$ cat src/rtl/gpio_pkg.sv
// Register map and address decode constants for the memory-mapped GPIO block.
package gpio_pkg;

    localparam int ADDR_SEL_LSB = 2;
    localparam int ADDR_SEL_MSB = 4;
    localparam int SEL_W        = ADDR_SEL_MSB - ADDR_SEL_LSB + 1;

    localparam logic [SEL_W-1:0] REG_IN    = 3'd0;
    localparam logic [SEL_W-1:0] REG_OUT   = 3'd1;
    localparam logic [SEL_W-1:0] REG_SET   = 3'd2;
    localparam logic [SEL_W-1:0] REG_CLR   = 3'd3;
    localparam logic [SEL_W-1:0] REG_EVENT = 3'd4;
    localparam logic [SEL_W-1:0] REG_MASK  = 3'd5;

endpackage

$ cat src/rtl/gpio_debounce.sv
// One input channel: two-flop synchroniser followed by a stability counter.
module gpio_debounce #(
    parameter int DEBOUNCE_CYCLES = 16
) (
    input  logic clock,
    input  logic reset,
    input  logic raw,
    output logic stable
);

    logic [1:0] sync_q;
    logic [1:0] sync_d;

    always_comb begin
        sync_d = {sync_q[0], raw};
    end

    always_ff @(negedge clock) begin
        if (reset) begin
            sync_q <= '0;
        end else begin
            sync_q <= sync_d;
        end
    end

    generate
        if (DEBOUNCE_CYCLES == 0) begin : g_bypass
            assign stable = sync_q[1];
        end else begin : g_count
            localparam int CW = $clog2(DEBOUNCE_CYCLES + 1);
            localparam logic [CW-1:0] CNT_LAST = CW'(DEBOUNCE_CYCLES - 1);

            logic [CW-1:0] cnt_q;
            logic [CW-1:0] cnt_d;
            logic          stable_q;
            logic          stable_d;

            // The count only advances while the synced value disagrees with
            // the accepted state, so any reversal restarts it from zero.
            always_comb begin
                cnt_d    = cnt_q;
                stable_d = stable_q;
                if (sync_q[1] == stable_q) begin
                    cnt_d = '0;
                end else if (cnt_q == CNT_LAST) begin
                    stable_d = sync_q[1];
                    cnt_d    = '0;
                end else begin
                    cnt_d = cnt_q + CW'(1);
                end
            end

            always_ff @(negedge clock) begin
                if (reset) begin
                    cnt_q    <= '0;
                    stable_q <= 1'b0;
                end else begin
                    cnt_q    <= cnt_d;
                    stable_q <= stable_d;
                end
            end

            assign stable = stable_q;
        end
    endgenerate

endmodule

$ cat src/rtl/peripherals_gpio.sv
// Memory-mapped GPIO: debounced inputs with sticky rising-edge events and a
// maskable interrupt, plus an output register with set/clear aliases.
module peripherals_gpio
    import gpio_pkg::*;
#(
    parameter int               N_IN            = 4,
    parameter int               N_OUT           = 4,
    parameter int               DEBOUNCE_CYCLES = 16,
    parameter logic [N_OUT-1:0] OUT_RESET       = '0
) (
    input  logic             clock,
    input  logic             reset,
    input  logic [31:0]      address,
    input  logic [31:0]      input_data,
    input  logic             should_write,
    input  logic [N_IN-1:0]  input_peripherals,
    output logic [N_OUT-1:0] output_peripherals,
    output logic [31:0]      output_data,
    output logic             irq
);

    logic [SEL_W-1:0] sel;
    logic [N_IN-1:0]  in_stable;
    logic [N_IN-1:0]  in_prev_q,  in_prev_d;
    logic [N_IN-1:0]  event_q,    event_d;
    logic [N_IN-1:0]  mask_q,     mask_d;
    logic [N_OUT-1:0] out_q,      out_d;
    logic             irq_q,      irq_d;
    logic [N_IN-1:0]  wr_in;
    logic [N_OUT-1:0] wr_out;

    assign sel    = address[ADDR_SEL_MSB:ADDR_SEL_LSB];
    assign wr_in  = input_data[N_IN-1:0];
    assign wr_out = input_data[N_OUT-1:0];

    generate
        for (genvar gi = 0; gi < N_IN; gi++) begin : g_in
            gpio_debounce #(
                .DEBOUNCE_CYCLES(DEBOUNCE_CYCLES)
            ) u_debounce (
                .clock (clock),
                .reset (reset),
                .raw   (input_peripherals[gi]),
                .stable(in_stable[gi])
            );
        end
    endgenerate

    always_comb begin
        out_d     = out_q;
        mask_d    = mask_q;
        event_d   = event_q;
        in_prev_d = in_stable;
        if (should_write) begin
            case (sel)
                REG_OUT:   out_d   = wr_out;
                REG_SET:   out_d   = out_q | wr_out;
                REG_CLR:   out_d   = out_q & ~wr_out;
                REG_EVENT: event_d = event_q & ~wr_in;
                REG_MASK:  mask_d  = wr_in;
                default:   ;
            endcase
        end
        // Applied after the clear so a coincident new edge keeps its flag.
        event_d = event_d | (in_stable & ~in_prev_q);
        irq_d   = |(event_q & mask_q);
    end

    always_ff @(negedge clock) begin
        if (reset) begin
            out_q     <= OUT_RESET;
            mask_q    <= '0;
            event_q   <= '0;
            in_prev_q <= '0;
            irq_q     <= 1'b0;
        end else begin
            out_q     <= out_d;
            mask_q    <= mask_d;
            event_q   <= event_d;
            in_prev_q <= in_prev_d;
            irq_q     <= irq_d;
        end
    end

    always_comb begin
        output_data = '0;
        case (sel)
            REG_IN:                    output_data[N_IN-1:0]  = in_stable;
            REG_OUT, REG_SET, REG_CLR: output_data[N_OUT-1:0] = out_q;
            REG_EVENT:                 output_data[N_IN-1:0]  = event_q;
            REG_MASK:                  output_data[N_IN-1:0]  = mask_q;
            default:                   ;
        endcase
    end

    assign output_peripherals = out_q;
    assign irq                = irq_q;

endmodule

$ cat config.mk
export PLATFORM = sky130hd
export DESIGN_NAME = peripherals_gpio
export DESIGN_NICKNAME = d
export VERILOG_FILES = /design/src/rtl/gpio_pkg.sv /design/src/rtl/gpio_debounce.sv /design/src/rtl/peripherals_gpio.sv
export SDC_FILE = /design/constraint.sdc
export NUM_CORES = 1
export LEC_CHECK = 0
export CELL_PAD_IN_SITES_DETAIL_PLACEMENT = 1
export CELL_PAD_IN_SITES_GLOBAL_PLACEMENT = 2
export CORE_MARGIN = 2
export CORE_UTILIZATION = 24
export CTS_CLUSTER_SIZE = 14
export DETAILED_ROUTE_END_ITERATION = 7
export PLACE_DENSITY = 0.82
export RECOVER_POWER = 25
export SKIP_CTS_REPAIR_TIMING = 1
export SLEW_MARGIN = 25
export SYNTH_ARGS = -nofsm -noshare
export SYNTH_HDL_FRONTEND = slang
export SYNTH_HIERARCHICAL = 1
export SYNTH_SLANG_ARGS = --single-unit
$ cat constraint.sdc
create_clock -name clock -period 3.7 [get_ports clock]
set_input_delay 1.11 -clock clock [delete_from_list [all_inputs] [get_ports clock]]
set_output_delay 1.11 -clock clock [all_outputs]
set_load 0.02 [all_outputs]
### The metal 1 layer, run 1

Bar = 20 um.
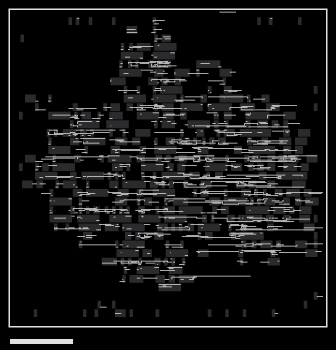
main direction: horizontal
longest straight run: 24.8 um
Global Route met1 Usage: 10.17%
routed vias: 1825

### The metal 2 layer, run 1

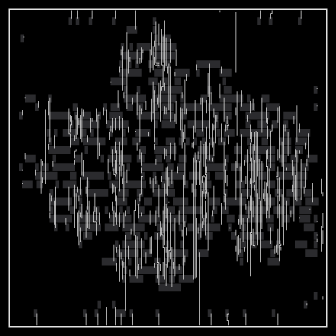
share of all routed wire: 53%
main direction: vertical
wire length on this layer: 2600 um
nets with wire on the layer: 331
Routed Wire Length: 4.906 mm
met2 usage: 16.58%

==> results.ini, run 1 <==
[place]
place_ws_ns=-0.5498

[power_and_ir_drop]
power_top_consumer=sequential cells
p_int_mw=0.7891
finalPower_mw=1.181
pwr-share-seq_pct=46.1

[drt]
drcViolationCount=0

[grt]
grt_ovf=0

[sta]
timing.final.ws_setup_ns=-0.4915
setup_viol=51

[synth]
top_logic_kind=simple AND/OR/NAND/NOR gates
synth.largest_area_cell=sky130_fd_sc_hd__dfxtp_1
synthDominantCellAreaShare_pct=44.24
number_of_cell_instances_after_yosys_synthesis=234
yosysChipArea_mm2=0.002217
fa_ha_area_share_pct=4.515
post-synth-top-count-cell=sky130_fd_sc_hd__dfxtp_1

[setup_path]
timing.critical_path.from=event_q[2]$_SDFF_NP0_
timing.rr.start=g_in[0].u_debounce/g_count.cnt_q[0]$_SDFF_NP0_

[outcome]
status=finished with violations
violations=negative setup slack

[hold_path]
timing.hold.worst.class=reg -> reg

[clock_network]
cts.root.buffer_cell=sky130_fd_sc_hd__clkbuf_8

[final_layout]
antenna_cells=0

### Signal wires on met3, run 1

Bar = 20 um.
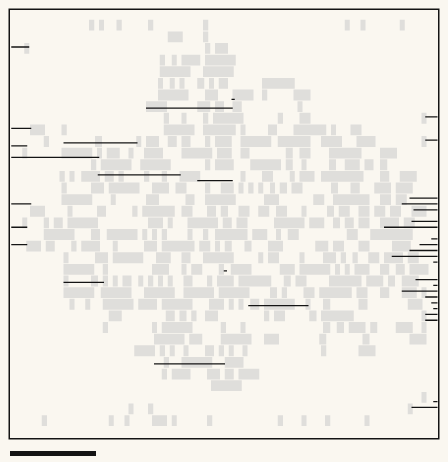
wire length on this layer: 242 um
longest straight run: 20.2 um
share of all routed wire: 4.9%
nets with wire on the layer: 33
main direction: horizontal
met3 track utilization from global routing: 4.735%

run 1: registers in the layout (all words and copies together), names as in the netlist:
name,count
event_q,4
g_in.u_debounce/g_count.cnt_q,20
g_in.u_debounce/stable,4
g_in.u_debounce/sync_q,8
in_prev_q,4
irq,1
mask_q,4
output_peripherals,4
run 1: layer usage:
layer / GRT usage, % / part of all wire, % / up-vias / routed length, um
li1: - / - / 902 / -
met1: 10.17 / 41 / 875 / 2000
met2: 16.58 / 53 / 40 / 2598
met3: 4.735 / 4.9 / 8 / 241
met4: 6.217 / 1.3 / 0 / 65
met5: 0 / 0 / - / 0
run 1: layout make-up:
cell class	instances	area (um^2)
multi-input combinational	163	1085
timing repair buffer	52	470.5
sequential	49	996.0
inverter	12	45.04
fill	1085	6102
clock buffer	5	68.82
clock inverter	52	202.7
tap	111	138.9
==> run 1 -> run 2 <==
--- a/config.mk
+++ b/config.mk
@@ -11,6 +11,7 @@
 export CORE_UTILIZATION = 24
 export CTS_CLUSTER_SIZE = 14
 export DETAILED_ROUTE_END_ITERATION = 7
+export HOLD_SLACK_MARGIN = 0.15
 export PLACE_DENSITY = 0.82
 export RECOVER_POWER = 25
 export SKIP_CTS_REPAIR_TIMING = 1
### Signal wires on met3, run 2

Bar = 20 um.
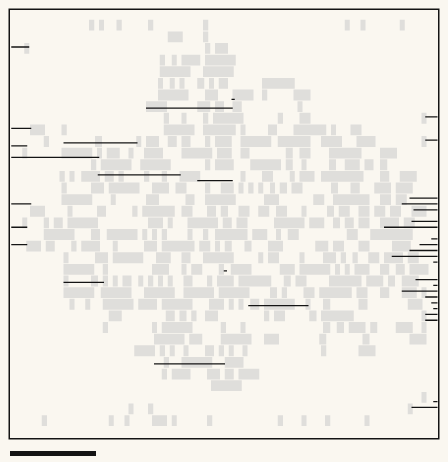
longest straight run: 20.2 um
wire length on this layer: 242 um
share of all routed wire: 4.9%
nets with wire on the layer: 33

==> run 2 against run 1 <==
  * The flow still finishes with violations (negative setup slack)
  * Sequential power barely moved
  * First-iteration DRC count did not move
  * Sequential cell count did not move
  * Combinational power barely moved
  * Setup slack did not move
  * Clock power barely moved
  * Sequential share of layout area did not move
  * Non-clock buffer count did not move
  * Highest routed layer unchanged
==> results.ini, run 2 <==
[final_layout]
max_flop_register=g_in.u_debounce/g_count.cnt_q
bufAreaShareNonClock_pct=15.65  ; unchanged
flops=49  ; unchanged
clock_tree_area_fraction_pct=9.030  ; unchanged
nonClockInverterCount=12  ; unchanged
antenna_cells=0  ; unchanged
num-multi-input-gates=163  ; unchanged
filler_cell_count=1085  ; unchanged
n_all_buffers=52  ; unchanged
clkbuf_count=5  ; unchanged

[die]
num_tap_cells=111  ; unchanged

[synth]
yosysChipArea_mm2=0.002217  ; unchanged
fa_ha_area_share_pct=4.515  ; unchanged
number_of_cell_instances_after_yosys_synthesis=234  ; unchanged
synthDominantCellAreaShare_pct=44.24  ; unchanged

[clock_network]
cts.root.buffer_cell=sky130_fd_sc_hd__clkbuf_8

[place]
place_ws_ns=-0.5498  ; unchanged

[drt]
vias=1825  ; unchanged
wl_met3_um=241  ; unchanged
met2RoutedLength_mm=2.598  ; unchanged
drcViolationCount=0  ; unchanged
routed_wirelength_mm=4.906  ; unchanged

[grt]
grt.met2_usage_pct=16.58  ; unchanged
grt_ovf=0  ; unchanged
top_usage_layer=met2
globalRouteMet1Util_pct=10.17  ; unchanged
met3_track_utilization_from_global_routing_pct=4.735  ; unchanged

[setup_path]
timing.rr.start=g_in[0].u_debounce/g_count.cnt_q[0]$_SDFF_NP0_

[outcome]
status=finished with violations
violations=negative setup slack

[sta]
setup_viol=51  ; unchanged
timing.final.ws_setup_ns=-0.4915  ; unchanged

### Sequential cells grouped by signal name, run 2

Other sequential cells in the stronger gray, the rest of the logic in the fainter gray.
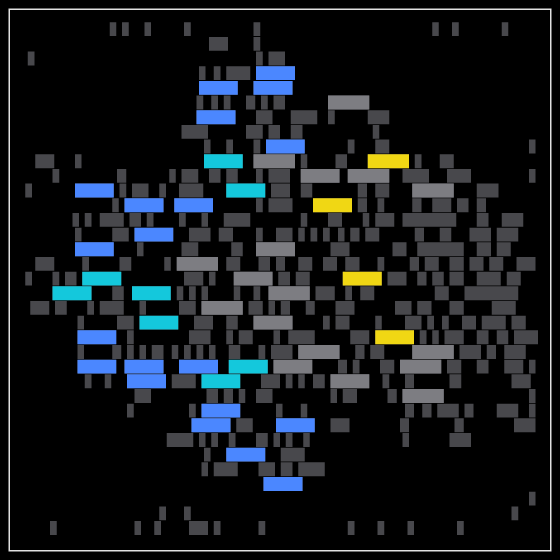
| signal | color | sequential cells |
|---|---|---|
| g_in.u_debounce/sync_q | cyan | 8 |
| g_in.u_debounce/g_count.cnt_q | blue | 20 |
| mask_q | yellow | 4 |
share of the core filled with cells: 33.01%
share of the final layout cell area in sequential cells: 33.13%
footprint of the flip-flops and latches: 996.0 um^2
sequential group power: 0.544 mW

## run 2: cell counts after synthesis
Identical to the previous run, type by type.
## run 2: how the worst min path moves through the flow
stage / to / depth (start not counted)
floorplan: g_in[0].u_debounce/sync_q[1]$_SDFF_NP0_ / 1
global placement: g_in[1].u_debounce/sync_q[1]$_SDFF_NP0_ / 1
detailed placement: g_in[2].u_debounce/sync_q[1]$_SDFF_NP0_ / 1
CTS: g_in[0].u_debounce/sync_q[1]$_SDFF_NP0_ / 1
global route: g_in[0].u_debounce/sync_q[1]$_SDFF_NP0_ / 1
finish: g_in[2].u_debounce/sync_q[1]$_SDFF_NP0_ / 1
## run 2: where the power goes
group	internal [mW]	leakage [nW]	switching, mW
Sequential	0.540	0.403	0.00436
Combinational	0.0464	0.749	0.0654
Clock	0.203	0.311	0.322
Total	0.789	1.46	0.392
==> run 2 -> run 3 <==
--- a/config.mk
+++ b/config.mk
@@ -12,7 +12,7 @@
 export CTS_CLUSTER_SIZE = 14
 export DETAILED_ROUTE_END_ITERATION = 7
 export HOLD_SLACK_MARGIN = 0.15
-export PLACE_DENSITY = 0.82
+export PLACE_DENSITY_LB_ADDON = 0.1
 export RECOVER_POWER = 25
 export SKIP_CTS_REPAIR_TIMING = 1
 export SLEW_MARGIN = 25
### The metal 1 layer, run 3

Bar = 20 um.
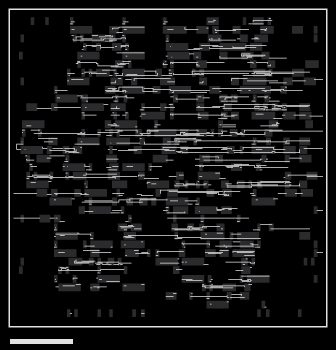
wire length on this layer: 2170 um
nets with wire on the layer: 320
main direction: horizontal
share of all routed wire: 48%
longest straight run: 26.7 um
Routed Wire Length: 4.567 mm
Global Route met1 Usage: 10.05%

==> run 3 against run 2 <==
  * The flow still finishes with violations (negative setup slack)
  * Synthesized area did not move
  * Combinational power barely moved
  * Sequential power barely moved
  * Highest routed layer unchanged
==> results.ini, run 3 <==
[power_and_ir_drop]
sw_frac_of_total_pct=32.44  ; -0.74 points
power_frac_clock_pct=43.6  ; -0.9 points
p_int_mw=0.7849  ; -0.54%
p_comb_share_pct=9.5  ; about the same
p_switching_mw=0.3769  ; -3.8%
power.clock.total_mw=0.507  ; -3%
comb-power_mw=0.111  ; about the same
power_top_consumer=sequential cells

[synth]
synthDominantCellAreaShare_pct=44.24  ; unchanged

[hold_path]
hold_depth=1  ; unchanged

[final_layout]
antenna_cells=0  ; unchanged
n_all_buffers=55  ; +5.8%
clock_tree_area_fraction_pct=8.954  ; -0.076 points
max_flop_register=g_in.u_debounce/g_count.cnt_q
filler_cell_count=1092  ; +0.65%
bufAreaShareNonClock_pct=16.11  ; +0.46 points

[drt]
met2RoutedLength_mm=2.105  ; -19%
drcViolationCount=0  ; unchanged

[sta]
setup_viol=42  ; -18%
timing.final.ws_setup_ns=-0.4260  ; +0.06554 ns

[outcome]
status=finished with violations
violations=negative setup slack

[place]
place_ws_ns=-0.5799  ; -0.03009 ns

[die]
num_tap_cells=111  ; unchanged

[grt]
top_usage_layer=met2

### Signal wires on met3, run 3

Bar = 20 um.
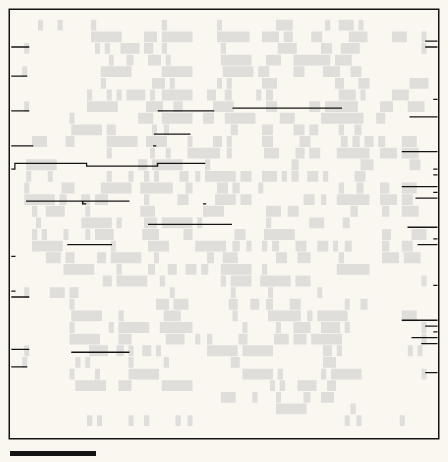
share of all routed wire: 5.7%
longest straight run: 25.3 um
nets with wire on the layer: 34
wire length on this layer: 262 um
main direction: horizontal
routed vias: 1750
met3 track utilization from global routing: 4.944%

[run 3: cell count changes in the layout (fill, tap and decap cells not counted), sizes merged]
cell and change:
clkbuf +4, buf -1, inv -1, dlymetal6s2s -1
clkinvlp +1, clkdlybuf4s50 +1
[run 3: cell families after synthesis]
family | count (synthesis) | synth area share [%]
xor+xnor | 13 | 5.474
buf+inv | 49 | 13.71
flops | 49 | 44.24
fa+ha+maj | 8 | 4.515
compound gates | 24 | 6.264
mux | 13 | 5.869
simple gates | 77 | 19.75
other cells | 1 | 0.1691
[run 3: metrics by stage]
| step | hold WS [ns] | std cells |
|---|---|---|
| after detailed placement | 0.4258 | 393 |
| final | 0.4268 | 447 |
| after CTS | 0.4337 | 445 |
| after global placement | 0.4185 | 393 |
| after global routing | 0.4507 | 447 |
| after floorplan | 0.4138 | 261 |
Power figures rest on the tool's default switching activity, not on a simulated workload.
